## src/rtl/btn_pkg.sv

```systemverilog
// btn_pkg: shared types and constants for the push-button conditioner.
//   deb_state_t : per-channel debounce FSM state encoding
//   BTN_*       : bit index of each board button inside btn_in/btn_* vectors
//   max_u       : elaboration helper used to size counters
package btn_pkg;

    typedef enum logic [1:0] {
        IDLE_LOW,
        WAIT_HIGH,
        HIGH,
        WAIT_LOW
    } deb_state_t;

    localparam int unsigned BTN_C = 0;
    localparam int unsigned BTN_U = 1;
    localparam int unsigned BTN_L = 2;
    localparam int unsigned BTN_R = 3;
    localparam int unsigned BTN_D = 4;

    function automatic int unsigned max_u(input int unsigned a, input int unsigned b);
        return (a > b) ? a : b;
    endfunction

endpackage

```

## src/rtl/btn_debounce_ch.sv

```systemverilog
// btn_debounce_ch: one button channel.
//   2-FF synchronizer -> debounce FSM with saturating counter -> registered
//   level / press / release. Optional auto-repeat (macro BTN_AUTOREPEAT_EN)
//   adds extra press pulses while the button stays accepted-high.
// Ports:
//   clk        in  system clock, rising edge
//   reset      in  asynchronous active-high reset
//   btn        in  raw asynchronous button pin
//   level      out debounced level
//   press      out one-cycle pulse on accepted press (or auto-repeat)
//   rel        out one-cycle pulse on accepted release
//   press_next out combinational value that press takes on the next edge
//                  (lets the top register any_press with no extra latency)
module btn_debounce_ch
    import btn_pkg::*;
#(
    parameter int unsigned DEBOUNCE_CYCLES = 1000000,
    parameter int unsigned REPEAT_DELAY    = 50000000,
    parameter int unsigned REPEAT_PERIOD   = 12500000
) (
    input  logic clk,
    input  logic reset,
    input  logic btn,
    output logic level,
    output logic press,
    output logic rel,
    output logic press_next
);

    localparam int unsigned   CW       = $clog2(DEBOUNCE_CYCLES + 1);
    localparam logic [CW-1:0] CNT_LAST = CW'(DEBOUNCE_CYCLES - 1);
    localparam logic [CW-1:0] CNT_MAX  = CW'(DEBOUNCE_CYCLES);

    if (DEBOUNCE_CYCLES < 2) begin : g_bad_debounce
        $error("btn_debounce_ch: DEBOUNCE_CYCLES must be >= 2");
    end
    if (REPEAT_DELAY < 1 || REPEAT_PERIOD < 1) begin : g_bad_repeat
        $error("btn_debounce_ch: REPEAT_DELAY and REPEAT_PERIOD must be >= 1");
    end

    logic          sync1, sync2;
    deb_state_t    state, state_nxt;
    logic [CW-1:0] cnt, cnt_nxt;
    logic          level_nxt;
    logic          rel_nxt;
    logic          accept_press;
    logic          enter_high;

    always_comb begin
        state_nxt    = state;
        cnt_nxt      = cnt;
        level_nxt    = level;
        rel_nxt      = 1'b0;
        accept_press = 1'b0;
        enter_high   = 1'b0;
        case (state)
            IDLE_LOW: begin
                if (sync2) begin
                    state_nxt = WAIT_HIGH;
                    cnt_nxt   = CW'(1);
                end
            end
            WAIT_HIGH: begin
                if (!sync2) begin
                    state_nxt = IDLE_LOW;
                    cnt_nxt   = '0;
                end else if (cnt == CNT_LAST) begin
                    state_nxt    = HIGH;
                    cnt_nxt      = '0;
                    level_nxt    = 1'b1;
                    accept_press = 1'b1;
                    enter_high   = 1'b1;
                end else if (cnt != CNT_MAX) begin
                    cnt_nxt = cnt + 1'b1;
                end
            end
            HIGH: begin
                if (!sync2) begin
                    state_nxt = WAIT_LOW;
                    cnt_nxt   = CW'(1);
                end
            end
            WAIT_LOW: begin
                if (sync2) begin
                    state_nxt  = HIGH;
                    cnt_nxt    = '0;
                    enter_high = 1'b1;
                end else if (cnt == CNT_LAST) begin
                    state_nxt = IDLE_LOW;
                    cnt_nxt   = '0;
                    level_nxt = 1'b0;
                    rel_nxt   = 1'b1;
                end else if (cnt != CNT_MAX) begin
                    cnt_nxt = cnt + 1'b1;
                end
            end
            default: begin
                state_nxt = IDLE_LOW;
                cnt_nxt   = '0;
            end
        endcase
    end

`ifdef BTN_AUTOREPEAT_EN
    localparam int unsigned   RW       = $clog2(max_u(REPEAT_DELAY, REPEAT_PERIOD) + 1);
    localparam logic [RW-1:0] DLY_LAST = RW'(REPEAT_DELAY - 1);
    localparam logic [RW-1:0] PER_LAST = RW'(REPEAT_PERIOD - 1);

    logic [RW-1:0] rpt_cnt, rpt_cnt_nxt;
    logic          rpt_phase, rpt_phase_nxt;  // 0: waiting first delay, 1: periodic
    logic          rpt_fire;

    // Counter only advances while staying in HIGH; the leaving edge and the
    // WAIT_LOW dwell never fire, and re-entry restarts the delay phase.
    always_comb begin
        rpt_cnt_nxt   = rpt_cnt;
        rpt_phase_nxt = rpt_phase;
        rpt_fire      = 1'b0;
        if (enter_high) begin
            rpt_cnt_nxt   = '0;
            rpt_phase_nxt = 1'b0;
        end else if (state == HIGH && sync2) begin
            if (rpt_cnt == (rpt_phase ? PER_LAST : DLY_LAST)) begin
                rpt_fire      = 1'b1;
                rpt_cnt_nxt   = '0;
                rpt_phase_nxt = 1'b1;
            end else begin
                rpt_cnt_nxt = rpt_cnt + 1'b1;
            end
        end
    end

    always_ff @(posedge clk or posedge reset) begin
        if (reset) begin
            rpt_cnt   <= '0;
            rpt_phase <= 1'b0;
        end else begin
            rpt_cnt   <= rpt_cnt_nxt;
            rpt_phase <= rpt_phase_nxt;
        end
    end

    assign press_next = accept_press | rpt_fire;
`else
    assign press_next = accept_press;
`endif

    always_ff @(posedge clk or posedge reset) begin
        if (reset) begin
            sync1 <= 1'b0;
            sync2 <= 1'b0;
            state <= IDLE_LOW;
            cnt   <= '0;
            level <= 1'b0;
            press <= 1'b0;
            rel   <= 1'b0;
        end else begin
            sync1 <= btn;
            sync2 <= sync1;
            state <= state_nxt;
            cnt   <= cnt_nxt;
            level <= level_nxt;
            press <= press_next;
            rel   <= rel_nxt;
        end
    end

endmodule

```

## src/rtl/btn_conditioner.sv

```systemverilog
// btn_conditioner: conditions NUM_BTN raw push-buttons into clean clk-domain
// level and press/release pulses. Single clock, no derived clocks.
// Optional auto-repeat of press pulses: define BTN_AUTOREPEAT_EN.
// Ports:
//   clk         in  system clock (100 MHz), rising edge
//   reset       in  asynchronous active-high reset
//   btn_in      in  [NUM_BTN] raw button pins, {D,R,L,U,C} for NUM_BTN=5
//   btn_level   out [NUM_BTN] debounced level
//   btn_press   out [NUM_BTN] one-cycle press (and auto-repeat) pulses
//   btn_release out [NUM_BTN] one-cycle release pulses
//   any_press   out OR of btn_press, aligned with btn_press
module btn_conditioner
    import btn_pkg::*;
#(
    parameter int unsigned NUM_BTN         = 5,
    parameter int unsigned DEBOUNCE_CYCLES = 1000000,
    parameter int unsigned REPEAT_DELAY    = 50000000,
    parameter int unsigned REPEAT_PERIOD   = 12500000
) (
    input  logic               clk,
    input  logic               reset,
    input  logic [NUM_BTN-1:0] btn_in,
    output logic [NUM_BTN-1:0] btn_level,
    output logic [NUM_BTN-1:0] btn_press,
    output logic [NUM_BTN-1:0] btn_release,
    output logic               any_press
);

    logic [NUM_BTN-1:0] press_next;

    for (genvar i = 0; i < NUM_BTN; i++) begin : g_ch
        btn_debounce_ch #(
            .DEBOUNCE_CYCLES (DEBOUNCE_CYCLES),
            .REPEAT_DELAY    (REPEAT_DELAY),
            .REPEAT_PERIOD   (REPEAT_PERIOD)
        ) u_ch (
            .clk        (clk),
            .reset      (reset),
            .btn        (btn_in[i]),
            .level      (btn_level[i]),
            .press      (btn_press[i]),
            .rel        (btn_release[i]),
            .press_next (press_next[i])
        );
    end

    // Registered from the channels' next-press values so it rises in the
    // same cycle as btn_press rather than one cycle later.
    always_ff @(posedge clk or posedge reset) begin
        if (reset) begin
            any_press <= 1'b0;
        end else begin
            any_press <= |press_next;
        end
    end

endmodule

```

## config.mk

```make
export PLATFORM = sky130hd
export DESIGN_NAME = btn_conditioner
export DESIGN_NICKNAME = d
export VERILOG_FILES = /design/src/rtl/btn_pkg.sv /design/src/rtl/btn_debounce_ch.sv /design/src/rtl/btn_conditioner.sv
export SDC_FILE = /design/constraint.sdc
export NUM_CORES = 1
export LEC_CHECK = 0
export ABC_AREA = 1
export CORE_ASPECT_RATIO = 0.75
export CORE_MARGIN = 3
export CORE_UTILIZATION = 47
export DETAILED_ROUTE_END_ITERATION = 10
export PLACE_DENSITY_LB_ADDON = 0.25
export RECOVER_POWER = 25
export SLEW_MARGIN = 20
export SYNTH_ARGS = -nofsm -noshare
export SYNTH_HDL_FRONTEND = slang
export SYNTH_SLANG_ARGS = --single-unit
export TNS_END_PERCENT = 50
```

## constraint.sdc

```tcl
create_clock -name clk -period 4.9 [get_ports clk]
set_input_delay 0.49 -clock clk [delete_from_list [all_inputs] [get_ports clk]]
set_output_delay 0.49 -clock clk [all_outputs]
set_load 0.01 [all_outputs]
```

**Floorplan with the power grid**

Pins as bars on the die edge.
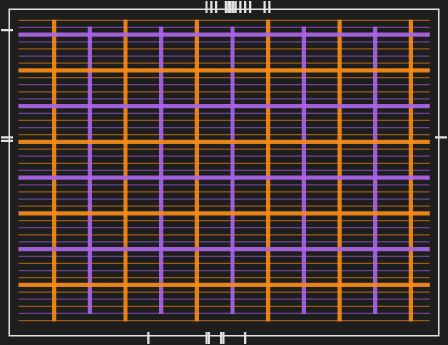
| net | colour |
|---|---|
| VSS | orange |
| VDD | purple |
met1 rails: 43
signal pins: 23

**Selected gate families**

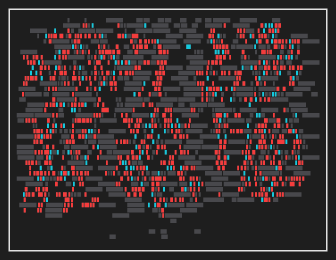
| family | colour | cells | most used |
|---|---|---|---|
| inv cells | cyan | 163 | inv_1 |
| nand cells | red | 677 | nand2_1 |
Non-Filler Instances: 1564
combinational share of cell area: 0.464
most frequent logic cell in the layout: nand2_1

==> results.yml <==
# generated from flow reports
outcome:
  status: "finished, violations left"
  violations: "capacitance limit, slew limit"
floorplan:
  num_rows: 42
  fp.dieArea_um2: 20100
  placeableCoreArea_um2: 17900
  initial_core_util: 0.485
  pin_count: 23
  die_y_um: 124
  die_x_um: 163
cts:
  postCtsHoldBufs: 0
  cts_buffers: 17
  post_cts_resized: 0
  h-tree-depth: 4
  clk_pin_slew_ns: 0.06
  cts_buffer_depth: 2
  cts_tree: "built"
  clock-sinks: 136
  clock_latency_ns: 0.43
  root_buffer: "clkbuf_16"
  cts_setup_buffers: 0
logic_synthesis:
  netlist_instances: 1297
  synthFlopType: "dfrtp_1"
  yosysTopAreaCell: "dfrtp_1"
  yosys-top-cells-area: "dfrtp_1 39%, nand2_1 19%, nand3_1 10%, inv_1 6.7%, nor2_1 6.4%"
  synth_async_sr_flop_share: 1.00
  ys_sh_simple: 0.435
  synth_area_um2: 8670
  ys_sh_aoi: 0.0426
  logic_family: "simple AND/OR/NAND/NOR gates"
  top_area_frac: 0.393
  synth.avg_cell_area_um2: 6.68
  ys_sh_xor: 0.0202
  yosysUniqueCellTypes: 33
  ys_sh_adder: 0.0144
  yosys_cells: 1297
  ys.flops: 136
  ys_sh_mux: 0
  synthMostInstantiatedCell: "nand2_1"
  ys_seq_frac: 0.393
  yosys-stat-area_um2: 8670
  floorplan.nets: 1314
  edf_count: 0
  common_cells: "442 x nand2_1, 181 x nand3_1, 155 x inv_1"
  yosysWarnings: 0
final_timing:
  setup_tns_ns: 0
  finalSetupViolCount: 0
  hold_viol: 0
  final.setup_skew_ns: 0.00995
  finalCritPeriodShare: 0.520
  final_max_slew_viol_count: 107
  relSlewSlack: -0.502
  fin_ws_ns: 2.35
  post-route-min-period_ns: 2.55
  fmax_ghz: 0.393
  rsz0062_at_grt: "no"
  worst_slew_pin_slew_ns: 2.25
pwr:
  p_comb_frac: 0.237
  p_leak_nw: 4.58
  power_frac_clock: 0.371
  seq_power_share: 0.392
  internal_power_mw: 2.19
  swShare: 0.364
  power_density_nw_per_um2: 360
  irDropWorstVdd_v: 0.000188
  power.switching_mw: 1.25
finish:
  logic_area_um2: 4440
  area_growth_pct: 10.4
  final_net_count: 1326
  diodes: 0
  drive_gt1_frac: 0.0575
  register_area_um2: 3400
  fillers: 1744
worst_setup_path:
  critPathKind: "in -> async"
  cp-start-kind: "input pin"
  crit_arrival_ns: 3.11
  cp_max_fo: 106
  critPathRequiredTime_ns: 5.47
  end_kind: "async pin"
drt:
  drc_errors: 0
  antenna_left: 0
  via_count: 7857
  dr.pass1.iters: 4
  vias_per_cell: 5.02
  first_iter_violations: 562
  routed_wl_um: 19600
  wl_per_cell_um: 12.5
global_routing:
  grt_pass1_vias: 7075
  grt_usage: 0.205
  grt_pass1_wl_um: 33700
  antenna_found_initial: 0
  grt_max_degree: 107
  grt-ovfl-total: 0
placed_design:
  place_congestion: 0.854
  dp_hpwl_um: 14100
  portBuffers: 22
  placed_cells: 1532
  pre_cts_slack_ns: 2.72
job:
  cap_violations: 1
  tool_warnings: 33
hold_path:
  hp-class: "reg -> reg"
**Register map, names as in the netlist**

Other sequential cells in the stronger grey, the rest of the logic in the fainter grey.
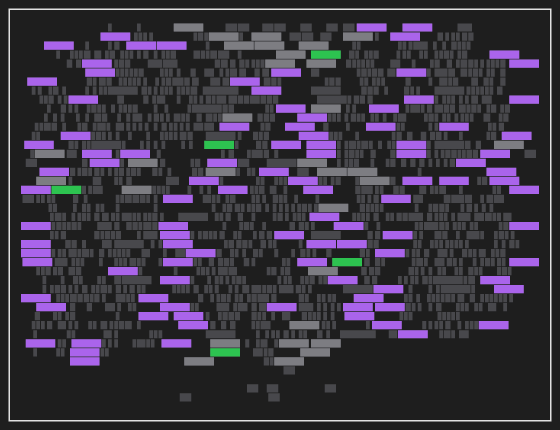
| signal | colour | sequential cells |
|---|---|---|
| g_ch.u_ch.sync2 | green | 5 |
| g_ch.u_ch.cnt | purple | 100 |

sequential cells by signal, indices dropped and copies added, names as in the netlist, named ones only:
signal and flops:
any_press 1, g_ch.u_ch.cnt 100, g_ch.u_ch.level 5, g_ch.u_ch.press 5, g_ch.u_ch.rel 5, g_ch.u_ch.state 5
g_ch.u_ch.sync1 5, g_ch.u_ch.sync2 5
layout by cell type, fill, tap and decap left out, types with 5 or more instances in the layout:
| cell | netlist | final |
|---|---|---|
| ha_1 | 10 | 10 |
| nand3_1 | 181 | 181 |
| dfrtp_1 | 136 | 136 |
| inv_1 | 155 | 154 |
| inv_2 | 8 | 8 |
| o21ai_0 | 46 | 46 |
| nor2_2 | 13 | 13 |
| clkbuf_16 | 0 | 17 |
| nand4_1 | 30 | 30 |
| nor2_4 | 5 | 5 |
| nand2_2 | 8 | 8 |
| xor2_1 | 15 | 15 |
| clkdlybuf4s50_1 | 0 | 16 |
| nand3b_1 | 10 | 10 |
| dlygate4sd3_1 | 0 | 6 |
| nor3_1 | 22 | 22 |
| xnor2_1 | 5 | 5 |
| nand2_1 | 442 | 442 |
| nor2_1 | 148 | 148 |
| a21oi_1 | 10 | 10 |
logic make-up (layout without fill, tap and decap cells):
group                    count (synthesis)  count (layout)
AND/OR/NAND/NOR                        868             868
buffers and inverters                  194             219
flip-flops                             136             136
AND-OR/OR-AND                           69              69
XOR/XNOR                                20              20
adder cells (fa/ha/maj)                 10              10
power groups by stage:
stage	Clock [mW]	Combinational [mW]	Sequential, mW
global route	1.35	0.935	1.37
CTS	1.30	0.819	1.35
detailed placement	0	0.817	1.36
floorplan	0	0.681	1.32
finish	1.28	0.815	1.35
global placement	0	0.806	1.36
metrics by stage:
step           utilization  cell area (um^2)  hold WS [ns]  total power, mW
4_1_cts              0.536              9570         0.349             3.46
6_report             0.536              9570         0.346             3.44
5_1_grt              0.536              9570         0.356             3.65
3_3_place_gp         0.503              8990         0.333             2.17
2_1_floorplan            -              8670         0.331             2.00
3_5_place_dp         0.503              8990         0.336             2.18
worst max-delay path: stages:
cell and delay (ns):
dlygate4sd3_1 0.58, clkinvlp_4 1.43, buf_4 0.57
layer usage:
layer | wire [um] | GRT usage
met5 | 0 | 0
met4 | 218 | 0.0602
met3 | 951 | 0.0392
met2 | 8230 | 0.302
met1 | 10200 | 0.308
area by class of cell:
| class | count | share of cell area |
|---|---|---|
| inverter | 163 | 0.0643 |
| clock inverter | 14 | 0.0154 |
| timing repair buffer | 24 | 0.0246 |
| sequential | 136 | 0.356 |
| multi-input combinational | 967 | 0.464 |
| tap | 242 | 0.0316 |
| clock buffer | 18 | 0.0448 |
final timing paths:
check	from	slack, ns	cells after the start	to
setup reg to reg	g_ch[2].u_ch.sync2	3.00	6	g_ch[2].u_ch.cnt[12]
hold / removal	g_ch[3].u_ch.sync1	0.35	0	g_ch[3].u_ch.sync2
hold reg to reg	g_ch[3].u_ch.sync1	0.35	0	g_ch[3].u_ch.sync2
min in group asynchronous	reset	1.25	2	g_ch[2].u_ch.cnt[7]
max in group clk	g_ch[2].u_ch.sync2	3.00	6	g_ch[2].u_ch.cnt[12]
setup / recovery	reset	2.35	3	g_ch[3].u_ch.sync1
No activity file was given, so power comes from the tool's default toggle rates.
